File: src/rtl/ecc_pkg.sv
// Shared constants for the sect233 point-multiply datapath and its controllers.
package ecc_pkg;

    localparam int KEY_W  = 233;
    localparam int WORD_W = 32;
    localparam int CNT_W  = 8;

    // key_cnt value once every scalar bit has been consumed, and the value one short of it
    localparam logic [CNT_W-1:0] KEY_CNT_MAX  = CNT_W'(KEY_W);
    localparam logic [CNT_W-1:0] KEY_CNT_LAST = CNT_W'(KEY_W - 1);

    // key_state encodings, also decoded by the PM controller
    localparam logic [1:0] KEY_UNKNOWN = 2'b00;
    localparam logic [1:0] KEY_IS_ZERO = 2'b01;
    localparam logic [1:0] KEY_IS_ONE  = 2'b11;
    localparam logic [1:0] KEY_NORMAL  = 2'b10;

    typedef enum logic [2:0] {
        SCAN_IDLE,
        SCAN_LOAD,
        SCAN_CHECK,
        SCAN_CHK_DONE,
        SCAN_SEARCH,
        SCAN_READY,
        SCAN_SHIFT,
        SCAN_DONE
    } scan_state_t;

    function automatic logic [1:0] classify_key(input logic is_zero, input logic is_one);
        if (is_zero)
            return KEY_IS_ZERO;
        else if (is_one)
            return KEY_IS_ONE;
        else
            return KEY_NORMAL;
    endfunction

endpackage

File: src/rtl/key_shift_reg.sv
// 233-bit working copy of the scalar; shifts left so the next key bit is always at msb.
import ecc_pkg::*;

module key_shift_reg (
    input  logic             CLK,
    input  logic             RST,
    input  logic             load,
    input  logic             shift,
    input  logic [KEY_W-1:0] d,
    output logic             msb,
    output logic             is_zero,
    output logic             is_one
);

    logic [KEY_W-1:0] sr;

    // load has priority; shifting pulls zeros in at the LSB
    always_ff @(posedge CLK or posedge RST) begin
        if (RST)
            sr <= '0;
        else if (load)
            sr <= d;
        else if (shift)
            sr <= {sr[KEY_W-2:0], 1'b0};
    end

    assign msb     = sr[KEY_W-1];
    assign is_zero = (sr == '0);
    assign is_one  = (sr == KEY_W'(1));

endmodule

File: src/rtl/key_scanner.sv
// Key-bit supplier for the Montgomery-ladder controller: loads, classifies and
// scans the scalar MSB-first, starting after its leading one.
//
// state     | meaning
// ----------+-----------------------------------------------------------
// IDLE      | key in sr, waiting for key_check or find_key_first
// LOAD      | words shifting into staging register, outputs cleared
// CHECK     | registering key_state from sr
// CHK_DONE  | key_state valid, waiting for find_key_first
// SEARCH    | one sr bit per cycle until the leading one is seen
// READY     | waiting for keyscan_en
// SHIFT     | presenting the next key bit on ki
// DONE      | key exhausted, outputs frozen until key_load
import ecc_pkg::*;

module key_scanner (
    input  logic              CLK,
    input  logic              RST,
    input  logic [WORD_W-1:0] KEY_IN,
    input  logic              key_load,
    input  logic              key_check,
    input  logic              find_key_first,
    input  logic              keyscan_en,
    output logic              ki,
    output logic              key_first_found,
    output logic [CNT_W-1:0]  key_cnt,
    output logic [1:0]        key_state
);

    scan_state_t state, state_nxt;

    // Only stage[232:0] is ever observed, and bits above that are simply pushed
    // out by later words, so the staging register stops at the key width.
    logic [KEY_W-1:0] stage;

    logic sr_load, sr_shift;
    logic sr_msb, sr_is_zero, sr_is_one;
    logic clr_out, cnt_inc, set_found, take_ki, take_class;
    logic search_ok;

    key_shift_reg u_sr (
        .CLK     (CLK),
        .RST     (RST),
        .load    (sr_load),
        .shift   (sr_shift),
        .d       (stage),
        .msb     (sr_msb),
        .is_zero (sr_is_zero),
        .is_one  (sr_is_one)
    );

    // zero and one keys have no ladder to run, so searching them is refused
    assign search_ok = (key_state != KEY_IS_ZERO) && (key_state != KEY_IS_ONE);

    // staging register: most-significant word arrives first
    always_ff @(posedge CLK or posedge RST) begin
        if (RST)
            stage <= '0;
        else if (key_load)
            stage <= {stage[KEY_W-WORD_W-1:0], KEY_IN};
    end

    // state register
    always_ff @(posedge CLK or posedge RST) begin
        if (RST)
            state <= SCAN_IDLE;
        else
            state <= state_nxt;
    end

    // next-state and datapath controls; key_load overrides everything
    always_comb begin
        state_nxt  = state;
        sr_load    = 1'b0;
        sr_shift   = 1'b0;
        clr_out    = 1'b0;
        cnt_inc    = 1'b0;
        set_found  = 1'b0;
        take_ki    = 1'b0;
        take_class = 1'b0;
        if (key_load) begin
            state_nxt = SCAN_LOAD;
            clr_out   = 1'b1;
        end else begin
            case (state)
                SCAN_LOAD: begin
                    clr_out   = 1'b1;
                    sr_load   = 1'b1;
                    state_nxt = SCAN_IDLE;
                end
                SCAN_IDLE: begin
                    if (key_check)
                        state_nxt = SCAN_CHECK;
                    else if (find_key_first && search_ok)
                        state_nxt = SCAN_SEARCH;
                end
                SCAN_CHECK: begin
                    take_class = 1'b1;
                    state_nxt  = SCAN_CHK_DONE;
                end
                SCAN_CHK_DONE: begin
                    if (find_key_first && search_ok)
                        state_nxt = SCAN_SEARCH;
                end
                SCAN_SEARCH: begin
                    sr_shift = 1'b1;
                    cnt_inc  = 1'b1;
                    if (sr_msb) begin
                        set_found = 1'b1;
                        state_nxt = SCAN_READY;
                    end else if (key_cnt == KEY_CNT_LAST) begin
                        state_nxt = SCAN_DONE;
                    end
                end
                SCAN_READY: begin
                    if (keyscan_en) begin
                        if (key_cnt < KEY_CNT_MAX)
                            state_nxt = SCAN_SHIFT;
                        else
                            state_nxt = SCAN_DONE;
                    end
                end
                SCAN_SHIFT: begin
                    sr_shift  = 1'b1;
                    cnt_inc   = 1'b1;
                    take_ki   = 1'b1;
                    state_nxt = SCAN_READY;
                end
                SCAN_DONE: begin
                    state_nxt = SCAN_DONE;
                end
            endcase
        end
    end

    // output registers; ki and key_cnt hold between shifts
    always_ff @(posedge CLK or posedge RST) begin
        if (RST) begin
            ki              <= 1'b0;
            key_first_found <= 1'b0;
            key_cnt         <= '0;
            key_state       <= KEY_UNKNOWN;
        end else if (clr_out) begin
            ki              <= 1'b0;
            key_first_found <= 1'b0;
            key_cnt         <= '0;
            key_state       <= KEY_UNKNOWN;
        end else begin
            if (cnt_inc)
                key_cnt <= key_cnt + 8'd1;
            if (set_found)
                key_first_found <= 1'b1;
            if (take_ki)
                ki <= sr_msb;
            if (take_class)
                key_state <= classify_key(sr_is_zero, sr_is_one);
        end
    end

endmodule
File: config.mk
export PLATFORM = sky130hd
export DESIGN_NAME = key_scanner
export DESIGN_NICKNAME = d
export VERILOG_FILES = /design/src/rtl/ecc_pkg.sv /design/src/rtl/key_shift_reg.sv /design/src/rtl/key_scanner.sv
export SDC_FILE = /design/constraint.sdc
export NUM_CORES = 1
export LEC_CHECK = 0
export ABC_AREA = 1
export CAP_MARGIN = 0
export CORE_UTILIZATION = 35
export DETAILED_ROUTE_END_ITERATION = 10
export PLACE_DENSITY_LB_ADDON = 0.08
export SYNTH_ARGS = -nofsm -noshare
export SYNTH_HDL_FRONTEND = slang
export SYNTH_SLANG_ARGS = --single-unit
File: constraint.sdc
create_clock -name CLK -period 21 [get_ports CLK]
set_input_delay 4.2 -clock CLK [delete_from_list [all_inputs] [get_ports CLK]]
set_output_delay 4.2 -clock CLK [all_outputs]
set_load 0.05 [all_outputs]
==> images/placement.png <==
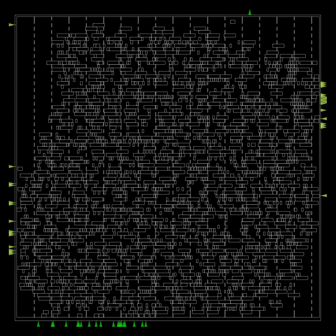
Final Util: 40.2%
Flops: 481

==> images/layer_met3.png <==
Bar = 50 um.
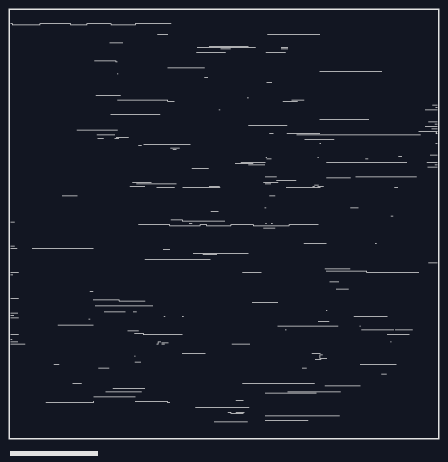
The layer carries 2110 um of wire. The longest straight run is 70.4 um.
met3 Track Usage GR: 2.53%
total via count after detailed routing: 15900
final WL: 56700 um

==> summary.txt <==
Flow results follow.

The highest-power group is registers. The site row count is 88. Ranking logic cells in the layout by count gives the top entries nand2_1, dfrtp_1, inv_1. Routability-driven placement finished with a final weighted congestion of 0.772. The part of the power in registers is 48.0%. Endpoints failing hold in the final report were tallied at 0. Setup violations remaining at the end of the flow were counted as 0. Setup repair after global routing left no endpoint under its margin.

The synthesis-to-layout area growth is 13.6%. The largest single stage delay on the critical path is 0.95 ns. The area fraction in xor and xnor cells is 0%. In the detailed route, the total length drawn on met2 is 25800 um. For the worst min-delay path, the startpoint reported by OpenROAD is stage[180]. According to the hold report, the worst path is of the reg -> reg type. The clock tree root buffer cell is clkbuf_16. For this run, the post-layout net count is 2382.

The post-cts hold buffer count is 0. The capturing point of the worst reg2reg path is u_sr.sr[10]. For reference, the final report shows the max-slew violation count at 0.

The first TritonRoute pass finished after 5 iterations. In this run the critical path is formed by buf_8 -> nor2_4 -> clkinv_2 -> nand2_4 -> inv_4 -> buf_4 -> buf_4 -> nand2_1 -> o221ai_1. The run finished with clean final reports. The part of the total power dissipated in the clock network is 35.6%.

The number of setup buffers added after CTS is 0. Counting flops with a built-in enable in the synthesized netlist gives 0. The first global-routing pass estimated 92400 um of wire. The worst slack at placement is 11.85 ns. VDD sags by at most 61.6 uV.
==> images/io_fan.png <==
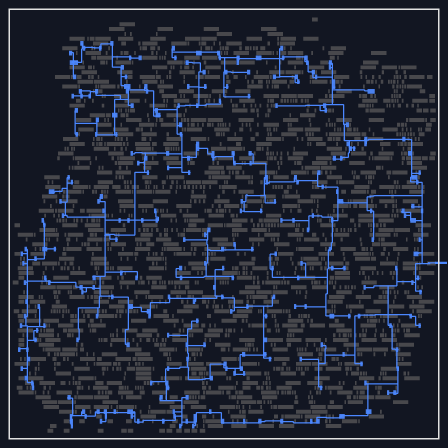
Blue marks `key_load`, bits 1, direction input, end cells 292, wire 3120 um.
port bufs: 49
Ports: 50

==> images/placement_by_type.png <==
Fill, decap, tap and diode cells in grey.
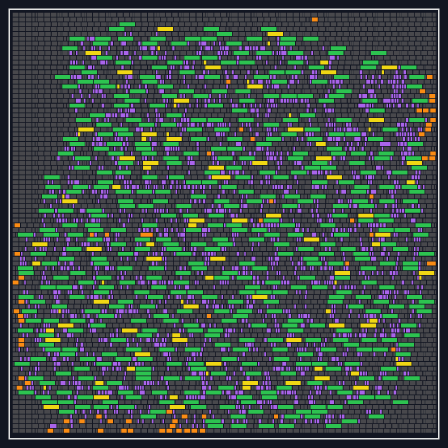
Purple marks combinational and other logic, cells 1739. Orange marks remaining buffers and delay cells, cells 66. Green marks sequential cells, cells 481. Yellow marks clock drivers and dummy loads, cells 96.

-- area by class of cell --
class                   instances  area (um2)
clock inverters                16         124
multi-input cells            1546        7050
repair buffers                 66         636
well taps                     765         957
clock buffers                  80        1630
flip-flops and latches        481       12000
fillers                      5953       34500
inverters                     193         743
-- cell usage after synthesis (4+ instances only) --
cell type,n,area share [%]
a21oi_1,9,0.22
a22oi_1,46,1.7
buf_2,67,1.6
clkbuf_1,66,1.2
dfrtp_1,481,59
inv_1,188,3.5
inv_2,5,0.092
nand2_1,863,16
nand3_1,158,3.9
nand4_1,4,0.12
nor2_1,157,2.9
nor3_1,4,0.098
o211ai_1,62,2.3
o21ai_0,149,3.7
o21ai_1,13,0.32
o221ai_1,67,2.9
-- cells by family (layout without fill, tap and decap cells) --
kind of cell,count (synthesis),count (layout)
AND-OR/OR-AND,352,352
adder cells (fa/ha/maj),2,2
buffers and inverters,330,355
flip-flops,481,481
AND/OR/NAND/NOR,1192,1192
-- worst max-delay path by stage --
stage / end / cells past startpoint
global route: u_sr.sr[113] / 9
CTS: u_sr.sr[10] / 9
global placement: u_sr.sr[28] / 9
floorplan: key_cnt[0] / 1
finish: u_sr.sr[10] / 9
detailed placement: u_sr.sr[49] / 9
-- metrics by stage --
stage | cell area, um2 | hold WS (ns)
floorplan | 20400 | 0.449
global placement | 21400 | 0.466
detailed placement | 21400 | 0.473
CTS | 23200 | 0.486
global route | 23200 | 0.510
finish | 23200 | 0.479
-- state kept, by name, summed over array words and instances, names as in the netlist --
signal	flops
key_cnt	8
state	3
u_sr.sr	233
stage	233
ki	1
key_first_found	1
key_state	2
Power is estimated from default activity; no workload was simulated.
